==> run_1/util_map.png <==
Scale: 4 px per um. 9 x 9 tiles, from white (low) to dark blue (high), 0 to 100% covered.
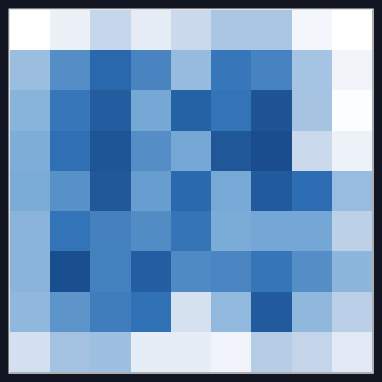
==> run_1/m3.png <==
Scale: 4 px per um. Cells faint in the background.
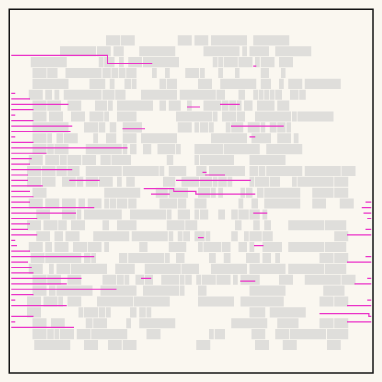
==> run_1/clock_nets.png <==
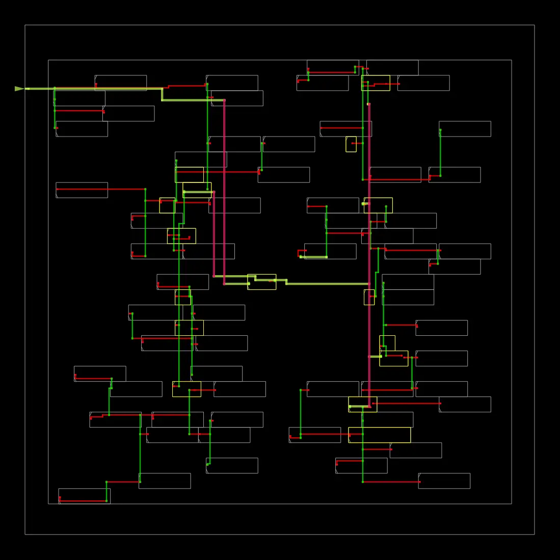
Design spi_cmd_arbiter, sky130hd; sources not shown.
==> flow_summary.ini, run 1 <==
; implementation run metrics
[status]
outcome = finished, final reports clean

[global_routing]
antenna_found_initial = 0
grt_pass1_vias = 2447
grt_max_degree = 62

[timing]
final_max_slew_viol_count = 0
max_slew_margin_pct = 49.0
fin_crit_sh_pct = 60.6
tightest_slew_ps = 758
setup_viol = 0
tns_ps = 0

[critical_path]
crit_type = in -> out
required_ps = 4930
cp_cell_sequence = clkdlybuf4s50_1 > o21ai_2 > buf_4 > nor3_1 > clkdlybuf4s50_1
slowest_stage = clkdlybuf4s50_1
cp_top_family = buffers and inverters
reg2reg_depth = 6
crit_top_cell = clkdlybuf4s50_1
cp.depth = 5
cp-end-kind = output port

[die]
fp.dieH_um = 90.6
die_x_um = 90.6
placementRows = 29

[placed_design]
numPortBuffers = 76

[layout]
area_delta_synth_final_pct = 34.3
drive_gt1_share_pct = 10.5
layoutNonFillerInstCount = 457
final_nets = 431

[yosys]
postSynth.asyncResetShare_pct = 100
yosysChipArea_sq_mm = 0.00307
synth_cells = 294
yosys.cell_types.count = 52

[route]
vias_per_cell = 5.37

[run]
tool_warnings = 25

[clocking]
tritoncts = done
cts_setup_buffers = 0

[worst_hold_path]
hp-class = reg -> reg
About util_map.png:
mean over tiles	49%
nearly empty tiles	3.7%
emptiest ninth of the die	north-east
tiles over 75% full	17%
fp_density: 47.2%
Core Footprint: 0.00649 sq mm
final core occ: 63.4%

About m3.png:
nets with wire on the layer	67
longest straight run	28.8 um
main direction	horizontal
wirelength, routed: 6650 um
Vias: 2454
met3 Usage GRT: 5.67%

About clock_nets.png:
worst-case clock skew: 10.4 ps
clk ins delay skew pair: 340 ps
clkbuf count: 10
Power Clock: 0.000376 W
CTS buffer count: 9

==> run 1: through the flow <==
stage               setup WS (ps)  utilization (%)  hold WS (ps)  power [W]  cell area, sq um
finish                       2280             63.4           483    0.00180              4120
global route                 2160             63.4           520    0.00193              4120
CTS                          2290             63.4           492    0.00182              4120
detailed placement           2290             60.3           474    0.00143              3920
global placement             2320             60.3           468    0.00142              3920
floorplan                    1050                -           418    0.00110              3020
==> run 1: report_power, final <==
part / internal [W] / switching, W
logic: 0.000393 / 0.000375
registers: 0.000572 / 0.0000831
clock network: 0.000208 / 0.000168
total: 0.00117 / 0.000625
==> run 1: cells in the final DEF, fill, tap and decap left out, types with 10 or more instances in the layout <==
cell type	instances
clkdlybuf4s50_1	76
nor2_1	30
nand3_1	10
dfrtp_1	60
clkbuf_8	10
nand2_1	27
ha_1	10
a21oi_1	20
mux2i_1	26
inv_1	17
==> run 1: worst min-delay path, stage by stage (launching register included) <==
cell	delay, ps
dfrtp_1	350
nand2_1	50
nand2_1	60
==> run 1: cells in the mapped netlist, drive strengths merged, types with 7 or more instances <==
cell | instances | area (sq um)
dfrtp | 60 | 1500
nor2 | 30 | 113
nand2 | 28 | 108
mux2i | 26 | 260
a21oi | 20 | 100
inv | 18 | 67.6
ha | 10 | 125
nand3 | 10 | 50.1
o21ai | 9 | 45.0
mux2 | 8 | 116
o22ai | 7 | 43.8
==> run 1: final cells by class <==
class / instances / area [sq um]
clock inverters: 6 / 62.6
fillers: 538 / 2380
clock buffers: 10 / 138
well taps: 77 / 96.3
flip-flops and latches: 61 / 1530
repair buffers: 79 / 783
inverters: 18 / 67.6
multi-input cells: 206 / 1440
==> run 1: routing by layer <==
layer,vias up,GRT usage (%),wire length [um]
met5,-,0,0
met4,0,7.91,134
met3,12,5.67,542
met2,83,25.6,2960
met1,1151,22.2,3010
li1,1208,-,-
==> run 1: kinds of logic (layout without fill, tap and decap cells) <==
| group | after synthesis | after routing | share of synthesized area, % |
|---|---|---|---|
| xor gates and xnor gates | 4 | 4 | 1.14 |
| DFF | 61 | 61 | 49.8 |
| adders and majority gates | 10 | 10 | 4.08 |
| muxes | 34 | 34 | 12.3 |
| AOI/OAI and AO/OA | 56 | 56 | 11.9 |
| and+or+nand+nor | 102 | 102 | 17.0 |
| buffers and inverters | 27 | 113 | 3.84 |
==> run 2: changes to the inputs <==
- CORE_UTILIZATION: 45 -> 44
- clock period: 5.8 -> 3.2 ns (I/O delays scaled with it)
==> run_2/m3.png <==
Scale: 4 px per um. Cells faint in the background.
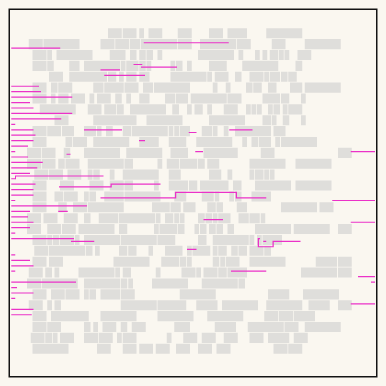
main direction	horizontal
share of all routed wire	7.0%
longest straight run	21.8 um
wire length on this layer	463 um
met3 Usage GRT: 6.13%
Vias: 2441
wirelength, routed: 6590 um

==> run_2/clock_nets.png <==
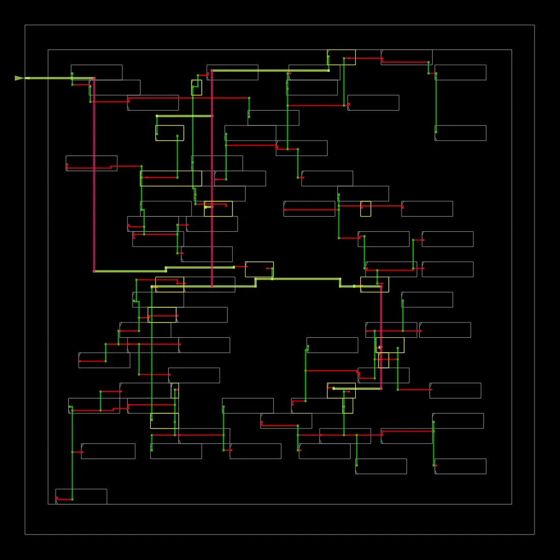
Sink Count: 61
Power Clock: 0.000669 W
flop count: 61

==> run 2 against run 1 <==
Clock power increased by 78%; critical endpoint unchanged; critical path depth fell by 1; sequential share of layout area shrank 0.38 points; synthesized cell count did not move; non-clock buffer count is 2 higher; hold slack improved by 7.4 ps; routed wire length fell by 0.81%; highest routed layer unchanged; power is 81% higher; via count fell by 0.53%; critical path type unchanged.
==> flow_summary.ini, run 2 <==
; implementation run metrics
[timing]
fin_ws_ps = 690
layout_min_cycle_time_ps = 2510
rsz0062_at_grt = false
tightest_slew_ps = 666
final_max_slew_viol_count = 0
hold_viol = 0
final.setup_skew_ps = 6.79
setup_viol = 0
max_slew_margin_pct = 55.6
fin_crit_sh_pct = 78.5

[layout]
layoutNonFillerInstCount = 478
drive_gt1_share_pct = 10.7
layout_top_cell = clkdlybuf4s50_1
final_nets = 433
final_cell_mix = clkdlybuf4s50_1 (76), dfrtp_1 (60), nor2_1 (30)
area_delta_synth_final_pct = 35.7

[yosys]
yosys.cell_types.count = 52
synth-edff-count = 0
postSynth.asyncResetShare_pct = 100
top_cell_area_share_pct = 49.0
common_cells = dfrtp_1 (60), nor2_1 (30), nand2_1 (27)
synth_cells = 294
yosys.cell_count.top_type = dfrtp_1
yosysTopAreaCell = dfrtp_1
ys_seq_share_pct = 49.8
yosysChipArea_sq_mm = 0.00307
synth.area.top_cells = dfrtp_1 (49%), mux2i_1 (8.5%), ha_1 (4.1%)

[route]
first_pass_iters = 4
vias_per_cell = 5.11

[placed_design]
dp_slack_ps = 712
finalWeightedCongestion = 0.860
hpwl_um = 4910
numPortBuffers = 76

[run]
tool_warnings = 25

[critical_path]
path_max_fanout = 5
required_ps = 2720
r2r_slack_ps = 920
cp-end-kind = output port
reg2reg_depth = 6
crit_type = in -> out

[die]
fp.dieH_um = 91.5
placementRows = 30
chip_area_sq_mm = 0.00837
coreArea_sq_mm = 0.00679
die_x_um = 91.5
fp_util_pct = 45.1

[global_routing]
grt_pass1_wl_um = 11600
grt_max_degree = 39
antenna_found_initial = 0
grt_pass1_vias = 2530
grt-ovfl-total = 0

[status]
outcome = finished, final reports clean

[clocking]
clockBufferDepth = 2
cts_inserted_buffers = 9
tritoncts = done
cts_setup_buffers = 0
clk_latency_ps = 340
htreeDepth = 3

[worst_hold_path]
hp-class = reg -> reg
-- run 2: area by class of cell --
cell class                 count  area (sq um)
clock inverter                 5          50.0
fill                         599          2630
inverter                      18          67.6
multi-input combinational    206          1440
tap                           96           120
sequential                    61          1530
timing repair buffer          81           811
clock buffer                  11           141
-- run 2: critical path, cell delays in order --
cell,delay (ps)
clkdlybuf4s50_1,560
o21ai_2,80
nor3_1,300
clkdlybuf4s50_1,610
-- run 2: stage by stage --
stage	area [sq um]	setup TNS [ps]	util, %	total power, W	hold slack (ps)
after floorplan	3020	-26720	-	0.00199	418
after global placement	3970	0	58.4	0.00259	463
after detailed placement	3970	0	58.4	0.00261	473
after CTS	4160	0	61.2	0.00330	494
after global routing	4160	0	61.2	0.00351	512
final	4160	0	61.2	0.00326	490
-- run 2: per-layer routing --
metal | part of all wire [%] | global-route usage (%) | wire length (um) | vias to the layer above
met1 | 45 | 21.8 | 2980 | 1139
met2 | 46 | 26.1 | 3020 | 77
li1 | - | - | - | 1211
met5 | 0 | 0 | 0 | -
met3 | 7.0 | 6.13 | 463 | 14
met4 | 2.0 | 7.91 | 135 | 0
-- run 2: report_power, final --
part           leakage [nW]  internal, W  switching, W
Combinational          1.02     0.000728      0.000669
Clock                 0.103     0.000375      0.000294
Sequential            0.770      0.00104      0.000159
-- run 2: cell families (layout without fill, tap and decap cells) --
logic type      Yosys count  count (layout)  synth area share (%)
xor+xnor                  4               4                  1.14
fa+ha+maj                10              10                  4.08
mux                      34              34                  12.3
simple gates            102             102                  17.0
flops                    61              61                  49.8
compound gates           56              56                  11.9
buf+inv                  27             115                  3.84
Power figures rest on the tool's default switching activity, not on a simulated workload.
